### Metal layers overlaid

Two of the layers only.
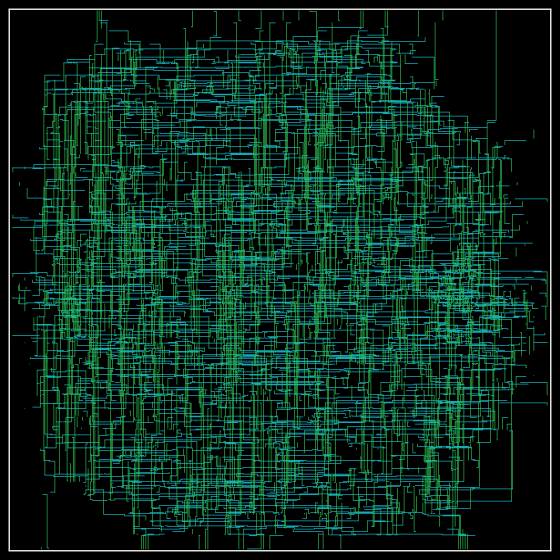
### Pin map

Pins as bars across the die edge, other pins in gray.
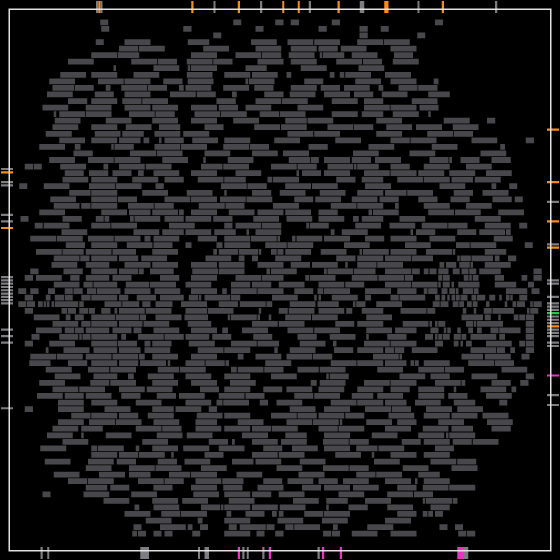
[config.mk]
export PLATFORM = sky130hd
export DESIGN_NAME = alu_issue_sequencer
export DESIGN_NICKNAME = d
export VERILOG_FILES = /design/src/rtl/alu_pkg.sv /design/src/rtl/seq_prog_mem.sv /design/src/rtl/alu_issue_sequencer.sv
export SDC_FILE = /design/constraint.sdc
export NUM_CORES = 1
export LEC_CHECK = 0
export ABC_CLOCK_PERIOD_IN_PS = 5600
export CAP_MARGIN = 10
export CORE_MARGIN = 3
export CORE_UTILIZATION = 45
export DETAILED_ROUTE_END_ITERATION = 16
export GPL_TIMING_DRIVEN = 0
export SLEW_MARGIN = 10
export SYNTH_ARGS = -nofsm -noshare
export SYNTH_HDL_FRONTEND = slang
export SYNTH_SLANG_ARGS = --single-unit
[constraint.sdc]
create_clock -name clk -period 5.6 [get_ports clk]
set_input_delay 0.84 -clock clk [delete_from_list [all_inputs] [get_ports clk]]
set_output_delay 0.84 -clock clk [all_outputs]
set_load 0.1 [all_outputs]
[src/rtl/alu_pkg.sv]
// Shared ALU-side definitions: operand/instruction widths, program entry layout,
// the idle NOP word and the sequencer FSM states.
package alu_pkg;

    localparam int unsigned IW = 16;
    localparam int unsigned DW = 8;

    // Entry layout, MSB first: {last, skip_z, instruction, data0, data1}.
    function automatic int unsigned entry_w(input int unsigned iw, input int unsigned dw);
        return iw + 2 * dw + 2;
    endfunction

    function automatic int unsigned last_off(input int unsigned iw, input int unsigned dw);
        return iw + 2 * dw + 1;
    endfunction

    function automatic int unsigned skip_z_off(input int unsigned iw, input int unsigned dw);
        return iw + 2 * dw;
    endfunction

    localparam logic [IW+2*DW-1:0] NOP = '0;

    typedef enum logic {
        StIdle,
        StIssue
    } state_e;

endpackage

[src/rtl/seq_prog_mem.sv]
// Program store for the issue sequencer: unreset register array with a synchronous
// write port and a combinational read port.
module seq_prog_mem #(
    parameter int unsigned DEPTH = 16,
    parameter int unsigned EW    = 34,
    localparam int unsigned AW   = $clog2(DEPTH)
) (
    input  logic          clk_i,
    input  logic          we_i,
    input  logic [AW-1:0] waddr_i,
    input  logic [EW-1:0] wdata_i,
    input  logic [AW-1:0] raddr_i,
    output logic [EW-1:0] rdata_o
);

    logic [EW-1:0] mem_q [DEPTH];

    always_ff @(posedge clk_i) begin
        if (we_i) begin
            mem_q[waddr_i] <= wdata_i;
        end
    end

    assign rdata_o = mem_q[raddr_i];

endmodule

[src/rtl/alu_issue_sequencer.sv]
// Issues a loaded program of ALU operations one per cycle, with zero-flag skip,
// overflow abort and downstream hold; drives the all-zero NOP word when idle.
module alu_issue_sequencer #(
    parameter int unsigned DEPTH = 16,
    parameter int unsigned DW    = alu_pkg::DW,
    parameter int unsigned IW    = alu_pkg::IW,
    localparam int unsigned AW   = $clog2(DEPTH)
) (
    input  logic              clk,
    input  logic              rst_n,
    input  logic              prog_we,
    input  logic [AW-1:0]     prog_addr,
    input  logic [IW+2*DW+1:0] prog_data,
    input  logic              start,
    input  logic              hold,
    input  logic              zero_flag,
    input  logic              overflow,
    output logic [IW-1:0]     instruction,
    output logic [DW-1:0]     data0,
    output logic [DW-1:0]     data1,
    output logic              issue_valid,
    output logic              busy,
    output logic              done,
    output logic              ovf_err,
    output logic [AW-1:0]     pc
);
    import alu_pkg::*;

    localparam int unsigned EW       = entry_w(IW, DW);
    localparam int unsigned WW       = IW + 2 * DW;
    localparam int unsigned LastOff  = last_off(IW, DW);
    localparam int unsigned SkipZOff = skip_z_off(IW, DW);
    localparam logic [AW:0] PcLast   = (AW+1)'(DEPTH - 1);

    state_e        state_q, state_d;
    logic [AW:0]   pc_q, pc_d, pc_skip;
    logic          ovf_err_q, ovf_err_d;
    logic          done_q, done_d;
    logic          mem_we;
    logic          do_skip;
    logic [EW-1:0] entry;
    logic [WW-1:0] word;

    assign mem_we = prog_we && (state_q == StIdle);

    seq_prog_mem #(
        .DEPTH (DEPTH),
        .EW    (EW)
    ) u_prog_mem (
        .clk_i   (clk),
        .we_i    (mem_we),
        .waddr_i (prog_addr),
        .wdata_i (prog_data),
        .raddr_i (pc_q[AW-1:0]),
        .rdata_o (entry)
    );

    // pc carries one spare bit so pc+2 past the end is seen rather than wrapped.
    assign pc_skip = pc_q + (AW+1)'(2);
    assign do_skip = entry[SkipZOff] && zero_flag;

    always_comb begin
        state_d   = state_q;
        pc_d      = pc_q;
        ovf_err_d = ovf_err_q;
        done_d    = 1'b0;
        unique case (state_q)
            StIdle: begin
                if (start) begin
                    state_d   = StIssue;
                    pc_d      = '0;
                    ovf_err_d = 1'b0;
                end
            end
            StIssue: begin
                if (!hold) begin
                    if (overflow) begin
                        ovf_err_d = 1'b1;
                        state_d   = StIdle;
                        pc_d      = '0;
                    end else if (entry[LastOff] || (pc_q == PcLast)
                                 || (do_skip && (pc_skip > PcLast))) begin
                        done_d  = 1'b1;
                        state_d = StIdle;
                        pc_d    = '0;
                    end else if (do_skip) begin
                        pc_d = pc_skip;
                    end else begin
                        pc_d = pc_q + (AW+1)'(1);
                    end
                end
            end
            default: state_d = StIdle;
        endcase
    end

    always_ff @(posedge clk or negedge rst_n) begin
        if (!rst_n) begin
            state_q   <= StIdle;
            pc_q      <= '0;
            ovf_err_q <= 1'b0;
            done_q    <= 1'b0;
        end else begin
            state_q   <= state_d;
            pc_q      <= pc_d;
            ovf_err_q <= ovf_err_d;
            done_q    <= done_d;
        end
    end

    assign issue_valid = (state_q == StIssue);
    assign busy        = issue_valid;
    assign word        = issue_valid ? entry[WW-1:0] : WW'(NOP);
    assign instruction = word[WW-1 -: IW];
    assign data0       = word[2*DW-1 -: DW];
    assign data1       = word[DW-1:0];
    assign done        = done_q;
    assign ovf_err     = ovf_err_q;
    assign pc          = pc_q[AW-1:0];

endmodule

==> out/qor.log <==
qor: power.irDropWorstVdd 0.000257 V
qor: power.proportion_of_power_drawn_by_flip_flops_and_latches 47.0%
qor: logic_synthesis.synth_chip_area 21400 µm²
qor: finish.drive_gt1_share 29.0%
qor: logic_synthesis.synth.top_cell.area_share 76.3%
qor: sta.drv_slew 0
qor: die.dieHeight 224 µm
qor: logic_synthesis.yosysWarningCount 0
qor: sta.max_freq 0.183 GHz
qor: finish.layout_top_cells edfxtp_1, mux4_2, clkdlybuf4s50_1
qor: sta.post-route-min-period 5.47 ns
qor: clock_network.root_buffer_cell clkbuf_16
qor: grt.met1_usage 30.2%
qor: clock_network.cts_tree done
qor: logic_synthesis.enable_flop_cells 544
qor: logic_synthesis.yosys-mux-area-fraction 17.7%
qor: logic_synthesis.netlist_area 21400 µm²
qor: finish.fill_cells 3538
qor: logic_synthesis.synthDominantAreaCellType edfxtp_1
qor: detailed_routing.count_of_tritonroute_iterations_in_the_first_routing_pass 5
qor: sta.fin_tns_setup 0 ns
qor: finish.final-comb-area 4650 µm²
qor: worst_setup_path.timing.setup.critical_path_class reg -> out
qor: finish.nNonClkBuffers 175
qor: sta.fin_skew 0.0114 ns
qor: placement.dp_slack 0.702 ns
qor: logic_synthesis.syn_area_per_cell 23.7 µm²
qor: logic_synthesis.post_synth_fa_ha_maj_area_fraction 0.292%
qor: worst_setup_path.wp_buf_inv 4
qor: finish.buf_share 7.29%
qor: power.clockNetworkPower 0.00350 W
qor: logic_synthesis.ys_sh_xor 0%
qor: clock_network.cts_num_sinks 552
qor: worst_setup_path.worstPathArrival 4.63 ns
qor: finish.sh_seq_area 64.7%
qor: clock_network.cts.repair.resized 0
qor: power.finalPower 0.00983 W
qor: logic_synthesis.simple_gate_area_share_of_the_yosys_netlist 2.15%
qor: logic_synthesis.netlist_instances 902
qor: finish.fin_area 25500 µm²
qor: die.floorplan.die_area 50200 µm²
qor: grt.grt.met2_usage 30.2%
qor: power.clock_power_share 35.6%
qor: finish.logic_gates 290
qor: grt.number_of_antenna_violations_at_the_first_check_in_global_routing 3
qor: logic_synthesis.cell_types_with_the_highest_counts_after_synthesis edfxtp_1, mux4_2, and2_1
qor: sta.final-setup-viol-count 0
qor: power.switching_share 26.1%
qor: logic_synthesis.synth_async_sr_flop_share 1.45%
qor: finish.clk_share 6.63%
qor: worst_setup_path.crit_path_top_delay_cell clkdlybuf4s50_1
qor: finish.antenna-diode-count 0
qor: placement.detailedPlacementHpwl 30.9 mm
qor: run_status.status complete, no violations
qor: logic_synthesis.synth_dominant_cell_count edfxtp_1
qor: finish.most_common_cell_after_layout_fill_and_taps_aside edfxtp_1
qor: grt.globalRoute.totalOverflow 0
qor: finish.largest_register_ff_count 544
qor: worst_setup_path.slowest_delay 0.99 ns
qor: finish.num-clock-buffers 80
qor: detailed_routing.initialDrtViolationCount 1168
Back to the opening pictures, 'Metal layers overlaid':
legend:
  cyan:
    layer: met1
    wire_length: 21.4 mm
  green:
    layer: met2
    wire_length: 22.6 mm
wire length per cell: 28.1 µm
Tot GR Track Use: 19.9%
via count: 10136

Back to the opening pictures, 'Pin map':
legend:
  magenta:
    port: `data1`
    pins: 8
    direction: output
    edge: 7 south, 1 east
  green:
    port: `busy`
    pins: 1
    direction: output
    edge: east
  orange:
    port: `instruction`
    pins: 16
    direction: output
    edge: 9 north, 5 east, 2 west
all pins by edge: 25 east, 22 south, 20 west, 18 north

[final timing paths]
check,cells after the start,slack (ns),endpoint,from
worst max-delay path,7,0.13,data0[5],pc_q[1]$_DFFE_PN0P_
worst min-delay path,1,0.54,pc_q[0]$_DFFE_PN0P_,rst_n
worst max register to register,11,2.41,pc_q[1]$_DFFE_PN0P_,pc_q[1]$_DFFE_PN0P_
worst min register to register,2,0.55,ovf_err$_DFFE_PN0P_,ovf_err$_DFFE_PN0P_
max in group asynchronous,1,4.79,pc_q[3]$_DFFE_PN0P_,rst_n
min in group clk,2,0.55,ovf_err$_DFFE_PN0P_,ovf_err$_DFFE_PN0P_
[per-layer routing]
metal	vias up	wire [µm]
met1	5439	21400
met3	73	3670
met4	6	923
li1	4235	-
met2	383	22600
met5	-	32
Power figures rest on the tool's default switching activity, not on a simulated workload.
